[config.mk]
export PLATFORM = sky130hd
export DESIGN_NAME = add_op_sequencer_flat
export DESIGN_NICKNAME = d
export VERILOG_FILES = /design/src/rtl/add_op_sequencer_pkg.sv /design/src/rtl/add_op_sequencer_if.sv /design/src/rtl/add_op_sequencer_settle_timer.sv /design/src/rtl/add_op_sequencer.sv /design/src/flat_wrapper.sv
export SDC_FILE = /design/constraint.sdc
export NUM_CORES = 1
export LEC_CHECK = 0
export CORE_UTILIZATION = 30
export DETAILED_ROUTE_END_ITERATION = 8
export GPL_TIMING_DRIVEN = 0
export PLACE_DENSITY = 0.58
export SYNTH_ARGS = -nofsm -noshare
export SYNTH_HDL_FRONTEND = slang
export SYNTH_HIERARCHICAL = 1
export SYNTH_SLANG_ARGS = --single-unit
export TNS_END_PERCENT = 100
[constraint.sdc]
create_clock -name clk -period 2.3 [get_ports clk]
set_input_delay 0.46 -clock clk [delete_from_list [all_inputs] [get_ports clk]]
set_output_delay 0.46 -clock clk [all_outputs]
set_load 0.01 [all_outputs]
[src/rtl/add_op_sequencer_pkg.sv]
// Shared types and constants for the adder operation sequencer.
// Optional overflow output is enabled by defining ADD_OP_SEQUENCER_OVF_EN.
package add_op_sequencer_pkg;

    localparam int N_DEF      = 32;
    localparam int SETTLE_DEF = 4;

    typedef enum logic [1:0] {
        ST_IDLE   = 2'd0,
        ST_SETTLE = 2'd1,
        ST_HOLD   = 2'd2
    } state_e;

    // Signed overflow: operands agree in sign but the sum does not.
    function automatic logic ovf_flag(input logic a_msb, input logic b_msb, input logic s_msb);
        return (a_msb == b_msb) && (s_msb != a_msb);
    endfunction

endpackage

[src/rtl/add_op_sequencer_if.sv]
// Upstream, adder and downstream signal bundle for add_op_sequencer.
// out_ovf is present only when ADD_OP_SEQUENCER_OVF_EN is defined.
interface add_op_sequencer_if
    import add_op_sequencer_pkg::*;
#(
    parameter int N = N_DEF
);
    logic         in_valid;
    logic         in_ready;
    logic [N-1:0] in_a;
    logic [N-1:0] in_b;
    logic [N-1:0] add_a;
    logic [N-1:0] add_b;
    logic [N-1:0] add_s;
    logic         add_c;
    logic         out_valid;
    logic         out_ready;
    logic [N-1:0] out_sum;
    logic         out_carry;
`ifdef ADD_OP_SEQUENCER_OVF_EN
    logic         out_ovf;

    modport master (
        output in_valid, in_a, in_b, add_s, add_c, out_ready,
        input  in_ready, add_a, add_b, out_valid, out_sum, out_carry, out_ovf
    );
    modport slave (
        input  in_valid, in_a, in_b, add_s, add_c, out_ready,
        output in_ready, add_a, add_b, out_valid, out_sum, out_carry, out_ovf
    );
`else
    modport master (
        output in_valid, in_a, in_b, add_s, add_c, out_ready,
        input  in_ready, add_a, add_b, out_valid, out_sum, out_carry
    );
    modport slave (
        input  in_valid, in_a, in_b, add_s, add_c, out_ready,
        output in_ready, add_a, add_b, out_valid, out_sum, out_carry
    );
`endif

endinterface

[src/rtl/add_op_sequencer_settle_timer.sv]
// Saturating settle down-counter: load SETTLE-1, decrement to zero, flag zero.
module settle_timer #(
    parameter int SETTLE = 4
) (
    input  logic clk,
    input  logic rst_n,
    input  logic i_load,
    input  logic i_dec,
    output logic o_zero
);
    localparam int            CW       = $clog2(SETTLE + 1);
    localparam logic [CW-1:0] LOAD_VAL = CW'(SETTLE - 1);

    logic [CW-1:0] r_count;

    // Counter register; holds at zero instead of wrapping.
    always_ff @(posedge clk) begin
        if (!rst_n) begin
            r_count <= '0;
        end else if (i_load) begin
            r_count <= LOAD_VAL;
        end else if (i_dec && (r_count != '0)) begin
            r_count <= r_count - CW'(1);
        end else begin
            r_count <= r_count;
        end
    end

    assign o_zero = (r_count == '0);

endmodule

[src/rtl/add_op_sequencer.sv]
// Sequences one operand pair through an external ripple adder and holds the result.
// Define ADD_OP_SEQUENCER_OVF_EN to add the signed-overflow output out_ovf.
module add_op_sequencer
    import add_op_sequencer_pkg::*;
#(
    parameter int N      = N_DEF,
    parameter int SETTLE = SETTLE_DEF
) (
    input  logic                 clk,
    input  logic                 rst_n,
    add_op_sequencer_if.slave    bus,
    output logic                 busy
);
    state_e       r_state;
    logic         r_in_ready;
    logic         r_out_valid;
    logic         r_busy;
    logic [N-1:0] r_add_a;
    logic [N-1:0] r_add_b;
    logic [N-1:0] r_out_sum;
    logic         r_out_carry;
`ifdef ADD_OP_SEQUENCER_OVF_EN
    logic         r_out_ovf;
`endif

    logic w_load;
    logic w_dec;
    logic w_zero;

    assign w_load = (r_state == ST_IDLE) && bus.in_valid;
    assign w_dec  = (r_state == ST_SETTLE);

    settle_timer #(.SETTLE(SETTLE)) u_settle_timer (
        .clk    (clk),
        .rst_n  (rst_n),
        .i_load (w_load),
        .i_dec  (w_dec),
        .o_zero (w_zero)
    );

    // Sequencer FSM with all outputs registered; operands change only on accept.
    always_ff @(posedge clk) begin
        if (!rst_n) begin
            r_state     <= ST_IDLE;
            r_in_ready  <= 1'b1;
            r_out_valid <= 1'b0;
            r_busy      <= 1'b0;
            r_add_a     <= '0;
            r_add_b     <= '0;
            r_out_sum   <= '0;
            r_out_carry <= 1'b0;
`ifdef ADD_OP_SEQUENCER_OVF_EN
            r_out_ovf   <= 1'b0;
`endif
        end else begin
            case (r_state)
                ST_IDLE: begin
                    if (bus.in_valid) begin
                        r_add_a    <= bus.in_a;
                        r_add_b    <= bus.in_b;
                        r_in_ready <= 1'b0;
                        r_busy     <= 1'b1;
                        r_state    <= ST_SETTLE;
                    end else begin
                        r_in_ready <= 1'b1;
                        r_busy     <= 1'b0;
                    end
                end
                ST_SETTLE: begin
                    if (w_zero) begin
                        r_out_sum   <= bus.add_s;
                        r_out_carry <= bus.add_c;
`ifdef ADD_OP_SEQUENCER_OVF_EN
                        r_out_ovf   <= ovf_flag(r_add_a[N-1], r_add_b[N-1], bus.add_s[N-1]);
`endif
                        r_out_valid <= 1'b1;
                        r_state     <= ST_HOLD;
                    end else begin
                        r_state     <= ST_SETTLE;
                    end
                end
                ST_HOLD: begin
                    // The accepting edge returns to IDLE, so the next accept is a cycle later.
                    if (bus.out_ready) begin
                        r_out_valid <= 1'b0;
                        r_in_ready  <= 1'b1;
                        r_busy      <= 1'b0;
                        r_state     <= ST_IDLE;
                    end else begin
                        r_state     <= ST_HOLD;
                    end
                end
                default: begin
                    r_state     <= ST_IDLE;
                    r_in_ready  <= 1'b1;
                    r_out_valid <= 1'b0;
                    r_busy      <= 1'b0;
                end
            endcase
        end
    end

    assign bus.in_ready  = r_in_ready;
    assign bus.out_valid = r_out_valid;
    assign bus.add_a     = r_add_a;
    assign bus.add_b     = r_add_b;
    assign bus.out_sum   = r_out_sum;
    assign bus.out_carry = r_out_carry;
`ifdef ADD_OP_SEQUENCER_OVF_EN
    assign bus.out_ovf   = r_out_ovf;
`endif
    assign busy          = r_busy;

endmodule
[src/flat_wrapper.sv]
// flat-port wrapper written by rule: the top's interface ports become plain ports
module add_op_sequencer_flat import add_op_sequencer_pkg::*;
#(
    parameter int N      = N_DEF,
    parameter int SETTLE = SETTLE_DEF
)
  (clk, rst_n, busy, bus_in_valid, bus_in_a, bus_in_b, bus_add_s, bus_add_c, bus_out_ready, bus_in_ready, bus_add_a, bus_add_b, bus_out_valid, bus_out_sum, bus_out_carry);
  add_op_sequencer_if #(.N(N)) bus_i ();
  input  logic clk;
  input  logic rst_n;
  output logic busy;
  input wire logic [$bits(bus_i.in_valid)-1:0] bus_in_valid;
  input wire logic [$bits(bus_i.in_a)-1:0] bus_in_a;
  input wire logic [$bits(bus_i.in_b)-1:0] bus_in_b;
  input wire logic [$bits(bus_i.add_s)-1:0] bus_add_s;
  input wire logic [$bits(bus_i.add_c)-1:0] bus_add_c;
  input wire logic [$bits(bus_i.out_ready)-1:0] bus_out_ready;
  output wire logic [$bits(bus_i.in_ready)-1:0] bus_in_ready;
  output wire logic [$bits(bus_i.add_a)-1:0] bus_add_a;
  output wire logic [$bits(bus_i.add_b)-1:0] bus_add_b;
  output wire logic [$bits(bus_i.out_valid)-1:0] bus_out_valid;
  output wire logic [$bits(bus_i.out_sum)-1:0] bus_out_sum;
  output wire logic [$bits(bus_i.out_carry)-1:0] bus_out_carry;
  assign bus_i.in_valid = bus_in_valid;
  assign bus_i.in_a = bus_in_a;
  assign bus_i.in_b = bus_in_b;
  assign bus_i.add_s = bus_add_s;
  assign bus_i.add_c = bus_add_c;
  assign bus_i.out_ready = bus_out_ready;
  assign bus_in_ready = bus_i.in_ready;
  assign bus_add_a = bus_i.add_a;
  assign bus_add_b = bus_i.add_b;
  assign bus_out_valid = bus_i.out_valid;
  assign bus_out_sum = bus_i.out_sum;
  assign bus_out_carry = bus_i.out_carry;
  add_op_sequencer #(.N(N), .SETTLE(SETTLE)) u_core (.clk(clk), .rst_n(rst_n), .bus(bus_i), .busy(busy));
endmodule
class_map.png
The bar under the picture is 20 um long. Fill, decap, tap and diode cells in gray.
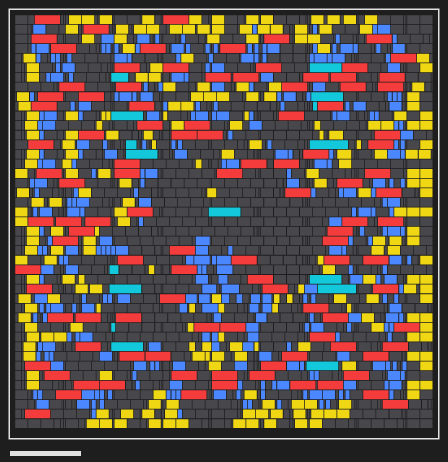
Blue is remaining logic cells, cells 323. Red is registers, cells 105. Yellow is remaining buffers and delay cells, cells 235. Cyan is clock drivers and dummy loads, cells 16.
post-route core utilization: 49.2%
fraction of area in registers: 30.9%
placeable core area: 13800 um^2
final standard cell area without fillers: 6800 um^2
standard-cell rows: 43

congestion_map.png
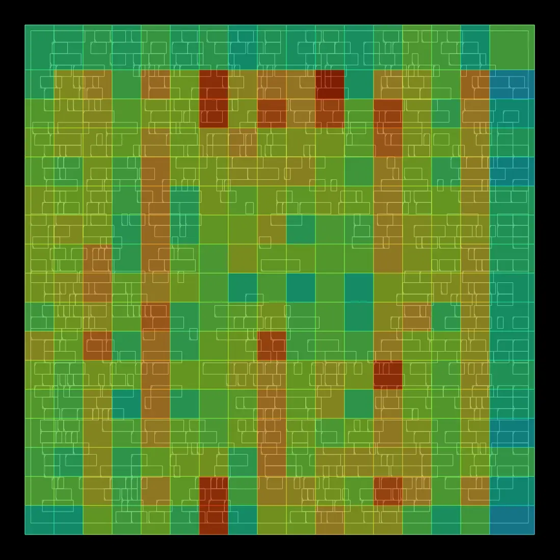
overall fraction of global-route tracks in use: 16.5%
met1 track demand over resource in global routing: 20.2%
average wire per standard cell: 14.0 um
GR Util met3: 4.89%

==> reports/results.tsv <==
metric	value	unit
vertical die size	121	um
initial core utilization	30.7	%
global placement routability congestion	0.735	
syn nets	566	
Iter 0 DRT Violations	135	
TritonCTS clock tree	done	
hold slack final	458	ps
overall die area	14700	um^2
status	finished clean	
yosys cell count	463	
synthesized area per cell	9.18	um^2
comb_multi_in	319	
total number of yosys warnings	6	
power drawn by the clock network	0.00166	W
synthesized area	4250	um^2
post-layout period usage of the worst path	86.4	%
dominant logic cell types in the final layout	sky130_fd_sc_hd__clkdlybuf4s50_1, sky130_fd_sc_hd__nand2_1, sky130_fd_sc_hd__dfxtp_1	
tapcell count	180	
total via count in the routed design	3798	
worst r2r src	u_core/u_settle_timer/r_count[0]	
OpenROAD warning count	26	
Total Neg Setup Slack	0	ps
type of the worst min-delay path	reg2reg	
relative slew slack	65.6	%
DRC violation count after routing	0	
LEAKAGE	2.68	nW
Compound-Gate Fraction of Synth Area	1.74	%
Final nets	777	
proportion of power drawn by the clock network	35.5	%
cts hold-fix bufs	0	
number of synthesized register bits	105	
slack of the worst reg-to-reg path	550	ps
switching portion of total power	24.7	%
Post-synth EDFFs	0	
clock net sink count	105	
clock slew at the register clock pins of the worst setup and hold paths	70	ps
category of cells accounting for the largest share of critical-path delay	buffers and inverters	
Power figures rest on the tool's default switching activity, not on a simulated workload.
